### src/rtl/mnist_pkg.sv
// Shared constants, FSM state type and byte-lane helper for maxpool_reader.
// The build macro MAXPOOL_RELU_EN (see max4_s8) does not affect this package.
package mnist_pkg;

   localparam int IN_DIM       = 26;
   localparam int IN_ROW_WORDS = 7;
   localparam int OUT_DIM      = 13;
   localparam int OUT_WORDS    = 43;
   localparam int CH1_OUT_BASE = OUT_WORDS;

   typedef enum logic [2:0] {
      IDLE,
      LOAD_REQ,
      LOAD_CAP,
      POOL,
      FLUSH,
      DONE
   } state_e;

   // Lane 0 is the most significant byte of a memory word.
   function automatic logic [7:0] lane_byte(input logic [31:0] word, input logic [1:0] lane);
      return word[8*(3-int'(lane)) +: 8];
   endfunction

endpackage

### src/rtl/max4_s8.sv
// Combinational signed max of four int8 values.
// Build macro MAXPOOL_RELU_EN clamps every candidate to max(0, x) before the compare.
module max4_s8 (
   input  logic signed [7:0] a,
   input  logic signed [7:0] b,
   input  logic signed [7:0] c,
   input  logic signed [7:0] d,
   output logic signed [7:0] y
);

   logic signed [7:0] a_c, b_c, c_c, d_c;
   logic signed [7:0] m_ab, m_cd;

   function automatic logic signed [7:0] clamp(input logic signed [7:0] x);
`ifdef MAXPOOL_RELU_EN
      return x[7] ? 8'sd0 : x;
`else
      return x;
`endif
   endfunction

   always_comb begin
      a_c  = clamp(a);
      b_c  = clamp(b);
      c_c  = clamp(c);
      d_c  = clamp(d);
      m_ab = (a_c > b_c) ? a_c : b_c;
      m_cd = (c_c > d_c) ? c_c : d_c;
      y    = (m_ab > m_cd) ? m_ab : m_cd;
   end

endmodule

### src/rtl/maxpool_reader.sv
// Reads two 26x26 int8 maps from M1/M2, 2x2 stride-2 max-pools them and packs the
// 13x13 results into M3. Build macro MAXPOOL_RELU_EN enables the ReLU clamp in max4_s8.
module maxpool_reader
   import mnist_pkg::*;
(
   input  logic        clk,
   input  logic        rst,
   input  logic        start,
   output logic        finish,
   output logic        M1_R_req,
   output logic [31:0] M1_addr,
   input  logic [31:0] M1_R_data,
   output logic        M2_R_req,
   output logic [31:0] M2_addr,
   input  logic [31:0] M2_R_data,
   output logic [3:0]  M3_W_req,
   output logic [31:0] M3_addr,
   output logic [31:0] M3_W_data
);

   state_e      state_q, state_d;
   logic        ch_q, ch_d;
   logic [3:0]  r_q, r_d;
   logic [3:0]  k_q, k_d;
   logic [3:0]  c_q, c_d;
   logic [7:0]  byte_cnt_q, byte_cnt_d;
   logic [31:0] pack_q, pack_d;
   logic [7:0]  line_a_q [IN_DIM];
   logic [7:0]  line_a_d [IN_DIM];
   logic [7:0]  line_b_q [IN_DIM];
   logic [7:0]  line_b_d [IN_DIM];
   logic [3:0]  w_req_q, w_req_d;
   logic [31:0] w_addr_q, w_addr_d;
   logic [31:0] w_data_q, w_data_d;

   logic [31:0] rd_addr;
   logic [31:0] rd_data;
   logic [31:0] out_base;
   logic [7:0]  pool_val;

   // Rows 2r and 2r+1 are contiguous, so load word k of the pair sits at 14*r + k.
   assign rd_addr  = 32'(r_q) * 32'(2*IN_ROW_WORDS) + 32'(k_q);
   assign rd_data  = ch_q ? M2_R_data : M1_R_data;
   assign out_base = ch_q ? 32'(CH1_OUT_BASE) : 32'd0;

   assign finish    = (state_q == DONE);
   assign M1_R_req  = (state_q == LOAD_REQ) && !ch_q;
   assign M2_R_req  = (state_q == LOAD_REQ) && ch_q;
   assign M1_addr   = M1_R_req ? rd_addr : 32'd0;
   assign M2_addr   = M2_R_req ? rd_addr : 32'd0;
   assign M3_W_req  = w_req_q;
   assign M3_addr   = w_addr_q;
   assign M3_W_data = w_data_q;

   max4_s8 u_max4 (
      .a (line_a_q[{c_q, 1'b0}]),
      .b (line_a_q[{c_q, 1'b1}]),
      .c (line_b_q[{c_q, 1'b0}]),
      .d (line_b_q[{c_q, 1'b1}]),
      .y (pool_val)
   );

   always_comb begin
      state_d    = state_q;
      ch_d       = ch_q;
      r_d        = r_q;
      k_d        = k_q;
      c_d        = c_q;
      byte_cnt_d = byte_cnt_q;
      pack_d     = pack_q;
      line_a_d   = line_a_q;
      line_b_d   = line_b_q;
      w_req_d    = 4'h0;
      w_addr_d   = w_addr_q;
      w_data_d   = w_data_q;
      unique case (state_q)
         IDLE: begin
            if (start) begin
               state_d    = LOAD_REQ;
               ch_d       = 1'b0;
               r_d        = 4'd0;
               k_d        = 4'd0;
               byte_cnt_d = 8'd0;
               pack_d     = 32'd0;
            end
         end
         LOAD_REQ: state_d = LOAD_CAP;
         LOAD_CAP: begin
            // Words 0..6 fill line A, 7..13 fill line B; padding bytes 26-27 are dropped.
            for (int w = 0; w < IN_ROW_WORDS; w++) begin
               for (int l = 0; l < 4; l++) begin
                  if (4*w + l < IN_DIM) begin
                     if (k_q == 4'(w))
                        line_a_d[5'(4*w + l)] = lane_byte(rd_data, 2'(l));
                     if (k_q == 4'(w + IN_ROW_WORDS))
                        line_b_d[5'(4*w + l)] = lane_byte(rd_data, 2'(l));
                  end
               end
            end
            if (k_q == 4'(2*IN_ROW_WORDS - 1)) begin
               state_d = POOL;
               c_d     = 4'd0;
            end else begin
               k_d     = k_q + 4'd1;
               state_d = LOAD_REQ;
            end
         end
         POOL: begin
            pack_d     = {pack_q[23:0], pool_val};
            byte_cnt_d = byte_cnt_q + 8'd1;
            if (byte_cnt_q[1:0] == 2'd3) begin
               w_req_d  = 4'hF;
               w_addr_d = out_base + 32'(byte_cnt_q[7:2]);
               w_data_d = {pack_q[23:0], pool_val};
            end
            if (c_q == 4'(OUT_DIM - 1)) begin
               if (r_q < 4'(OUT_DIM - 1)) begin
                  r_d     = r_q + 4'd1;
                  k_d     = 4'd0;
                  state_d = LOAD_REQ;
               end else begin
                  state_d = FLUSH;
               end
            end else begin
               c_d = c_q + 4'd1;
            end
         end
         FLUSH: begin
            // Partial word: newest byte is in pack_q[7:0], shift the valid ones to the top.
            if (byte_cnt_q[1:0] != 2'd0) begin
               w_addr_d = out_base + 32'(byte_cnt_q[7:2]);
               case (byte_cnt_q[1:0])
                  2'd1:    begin w_req_d = 4'b1000; w_data_d = {pack_q[7:0], 24'h0};  end
                  2'd2:    begin w_req_d = 4'b1100; w_data_d = {pack_q[15:0], 16'h0}; end
                  default: begin w_req_d = 4'b1110; w_data_d = {pack_q[23:0], 8'h0};  end
               endcase
            end
            if (!ch_q) begin
               ch_d       = 1'b1;
               r_d        = 4'd0;
               k_d        = 4'd0;
               byte_cnt_d = 8'd0;
               pack_d     = 32'd0;
               state_d    = LOAD_REQ;
            end else begin
               state_d = DONE;
            end
         end
         DONE: begin
            if (!start) state_d = IDLE;
         end
         default: state_d = IDLE;
      endcase
   end

   always_ff @(posedge clk or negedge rst) begin
      if (!rst) begin
         state_q    <= IDLE;
         ch_q       <= 1'b0;
         r_q        <= 4'd0;
         k_q        <= 4'd0;
         c_q        <= 4'd0;
         byte_cnt_q <= 8'd0;
         pack_q     <= 32'd0;
         for (int i = 0; i < IN_DIM; i++) begin
            line_a_q[i] <= 8'd0;
            line_b_q[i] <= 8'd0;
         end
         w_req_q    <= 4'h0;
         w_addr_q   <= 32'd0;
         w_data_q   <= 32'd0;
      end else begin
         state_q    <= state_d;
         ch_q       <= ch_d;
         r_q        <= r_d;
         k_q        <= k_d;
         c_q        <= c_d;
         byte_cnt_q <= byte_cnt_d;
         pack_q     <= pack_d;
         line_a_q   <= line_a_d;
         line_b_q   <= line_b_d;
         w_req_q    <= w_req_d;
         w_addr_q   <= w_addr_d;
         w_data_q   <= w_data_d;
      end
   end

endmodule

### config.mk
export PLATFORM = sky130hd
export DESIGN_NAME = maxpool_reader
export DESIGN_NICKNAME = d
export VERILOG_FILES = /design/src/rtl/mnist_pkg.sv /design/src/rtl/max4_s8.sv /design/src/rtl/maxpool_reader.sv
export SDC_FILE = /design/constraint.sdc
export NUM_CORES = 1
export LEC_CHECK = 0
export CELL_PAD_IN_SITES_DETAIL_PLACEMENT = 1
export CELL_PAD_IN_SITES_GLOBAL_PLACEMENT = 2
export CORE_ASPECT_RATIO = 1.2
export CORE_MARGIN = 4
export CORE_UTILIZATION = 37
export DETAILED_ROUTE_END_ITERATION = 10
export PLACE_DENSITY_LB_ADDON = 0.1
export SLEW_MARGIN = 20
export SYNTH_ARGS = -nofsm -noshare
export SYNTH_HDL_FRONTEND = slang
export SYNTH_HIERARCHICAL = 1
export SYNTH_SLANG_ARGS = --single-unit
### constraint.sdc
create_clock -name clk -period 5.79 [get_ports clk]
set_input_delay 1.158 -clock clk [delete_from_list [all_inputs] [get_ports clk]]
set_output_delay 1.158 -clock clk [all_outputs]
set_load 0.1 [all_outputs]
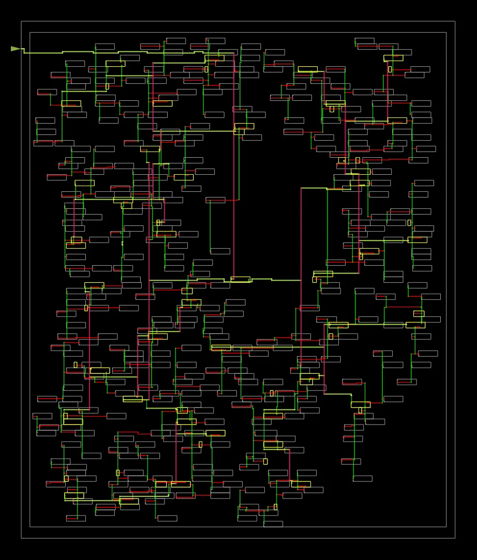
(clock wiring as the flow saved it)
count of flip-flops and latches: 347
TritonCTS Buffers: 40
Sinks on Clock Net: 347

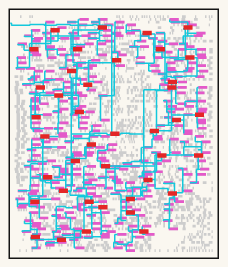
(clock network drawn from the DEF)
(1 px per µm)
legend:
  red:
    item: clock drivers
    count: 40
  magenta:
    item: flip-flops
    count: 347
  cyan:
    item: clock wires
    length: 5040 µm
flops lie: all over the die

==> out/qor.rpt <==
LOGIC SYNTHESIS
-------------------------------------------------------------------------------------
Biggest area consumer among synthesized cells .......................... sky130_fd_sc_hd__dfrtp_1
Flip-flops with a built-in enable ......................................            0
Gate count of the mapped netlist .......................................         1727
Chip area from the yosys synthesis statistics ..........................    17700 µm²
Top post-synthesis cells by area ....................................... sky130_fd_sc_hd__dfrtp_1 49%, sky130_fd_sc_hd__mux4_2 8.2%, sky130_fd_sc_hd__o21ai_0 8.1%
Mux cell area share after synthesis ....................................        0.121
Sequential area share after synthesis ..................................        0.491
Cell with the most instances after synthesis ........................... sky130_fd_sc_hd__dfrtp_1
Area share of and-or/or-and cells after synthesis ......................        0.139
Yosys warns ............................................................            6
Number of distinct library cells after synthesis .......................           61
Post-synthesis instance area ...........................................    17700 µm²
Most frequent cells after synthesis .................................... 347 x sky130_fd_sc_hd__dfrtp_1, 319 x sky130_fd_sc_hd__nand2_1, 285 x sky130_fd_sc_hd__o21ai_0, 82 x sky130_fd_sc_hd__clkbuf_1, 78 x sky130_fd_sc_hd__nor2_1
Share of flip-flops with an asynchronous set or reset after synthesis ..         1.00
Portion of synthesized cell area occupied by the leading cell type .....        0.491

RUN
-------------------------------------------------------------------------------------
Max cap viols ..........................................................            0

GLOBAL ROUTING
-------------------------------------------------------------------------------------
Busiest layer in global routing ........................................         met2
Met2 Track Usage GR ....................................................        0.345
Total congestion overflow after global routing .........................            0
Met3 track utilization from global routing .............................       0.0260
First-pass GRT wire length .............................................     79200 µm
Number of antenna violations at the first check in global routing ......            0

WORST SETUP PATH
-------------------------------------------------------------------------------------
Critical path depth ....................................................           19
Category of the worst setup path launch point ..........................     register
Ordered list of cells on the worst path ................................ buf_4, mux4_2, mux2i_1, nor2_1, inv_1, ha_1, a21o_1, a2111oi_0, or3_1, nand3_1, and2_1, ha_1, a211oi_1, o211ai_1, o21bai_1, buf_4, nor3_1, a32oi_1, a32o_1
Capturing point of the worst reg2reg path .............................. M3_W_data[3]
Startpoint of the lowest-slack register-to-register path ...............       c_q[1]
Critical Path Source ...................................................       c_q[1]
Logic depth of the worst register-to-register path .....................           19
Required time of the worst setup path ..................................      6.27 ns
Data arrival at the endpoint of the critical path ......................      5.90 ns

TIMING
-------------------------------------------------------------------------------------
Final tally of hold violations .........................................            0
WHS ....................................................................     0.462 ns
Slew Viols, Final ......................................................            0
Unrepaired setup endpoints after global routing ........................        false
Min Clock Period, post-route ...........................................      5.42 ns
TNS Setup ..............................................................         0 ns
Max Freq ...............................................................      185 MHz
Least setup slack across all paths after layout ........................     0.374 ns

FINISH
-------------------------------------------------------------------------------------
Fraction of layout cells with a size suffix above 1 ....................        0.104
Layout clock area frac .................................................       0.0586
Fraction of area in registers ..........................................        0.422
Non-filler cells, final ................................................         2473
Dominant logic cell type in the layout ................................. sky130_fd_sc_hd__dfrtp_1
Biggest area consumer among cell classes ...............................    registers
Sequential cell area ...................................................     8690 µm²
Number of nets in the final layout .....................................         1947
Non-clk invs ...........................................................           49
Multi-input gates ......................................................         1214
Final std cell area, no fill ...........................................    20600 µm²
Core utilization of the finished layout ................................        0.437
Clock buffers ..........................................................           60
Count of non-CTS buffers in the layout .................................          171

FLOORPLANNING
-------------------------------------------------------------------------------------
Die outline height .....................................................       247 µm
Horizontal die dimension ...............................................       208 µm
Fp_density .............................................................        0.375
Well-Tap Cells .........................................................          623

PLACED DESIGN
-------------------------------------------------------------------------------------
Post-DP HPWL ...........................................................     34500 µm
GP Congestion ..........................................................        0.837
Inst Count DP ..........................................................         2403
Post-placement cell area ...............................................    19400 µm²
Pre-CTS setup slack ....................................................     0.367 ns
Port bufs ..............................................................          130

MIN PATH
-------------------------------------------------------------------------------------
Worst hold stages ......................................................            2
Hold Crit Start ........................................................ M3_W_data[11]

CTS
-------------------------------------------------------------------------------------
Clock-pin slew of the registers on the worst-case setup and hold paths .      0.06 ns
Count of cells resized by post-cts repair ..............................            0
Clk Tree Root Cell ..................................................... sky130_fd_sc_hd__clkbuf_16
Clock tree from TritonCTS ..............................................          yes

DETAILED ROUTING
-------------------------------------------------------------------------------------
Routed met1 length .....................................................     21400 µm
WL final ...............................................................     49700 µm
Mean number of vias per cell ...........................................         5.22
DRC Markers ............................................................            0
Detailed Routing Iterations Pass 1 .....................................            6
Total met2 wirelength after detailed routing ...........................     25300 µm
Detail Route Antenna Nets ..............................................            0

STATUS
-------------------------------------------------------------------------------------
Status .................................................................    completed

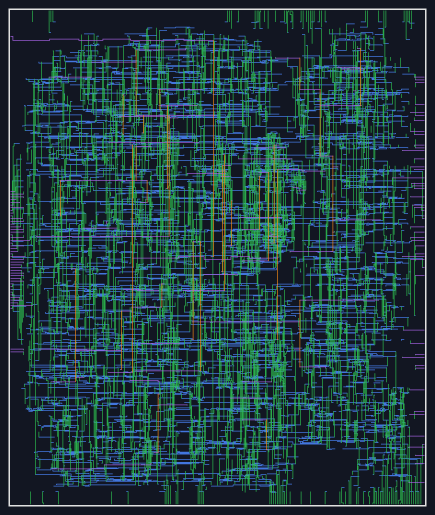
(signal wires by layer)
(2 px per µm)
legend:
  orange:
    layer: metal 4
    wire_length: 1200 µm
  green:
    layer: metal 2
    wire_length: 25.3 mm
  blue:
    layer: metal 1
    wire_length: 21.4 mm
  purple:
    layer: metal 3
    wire_length: 1780 µm

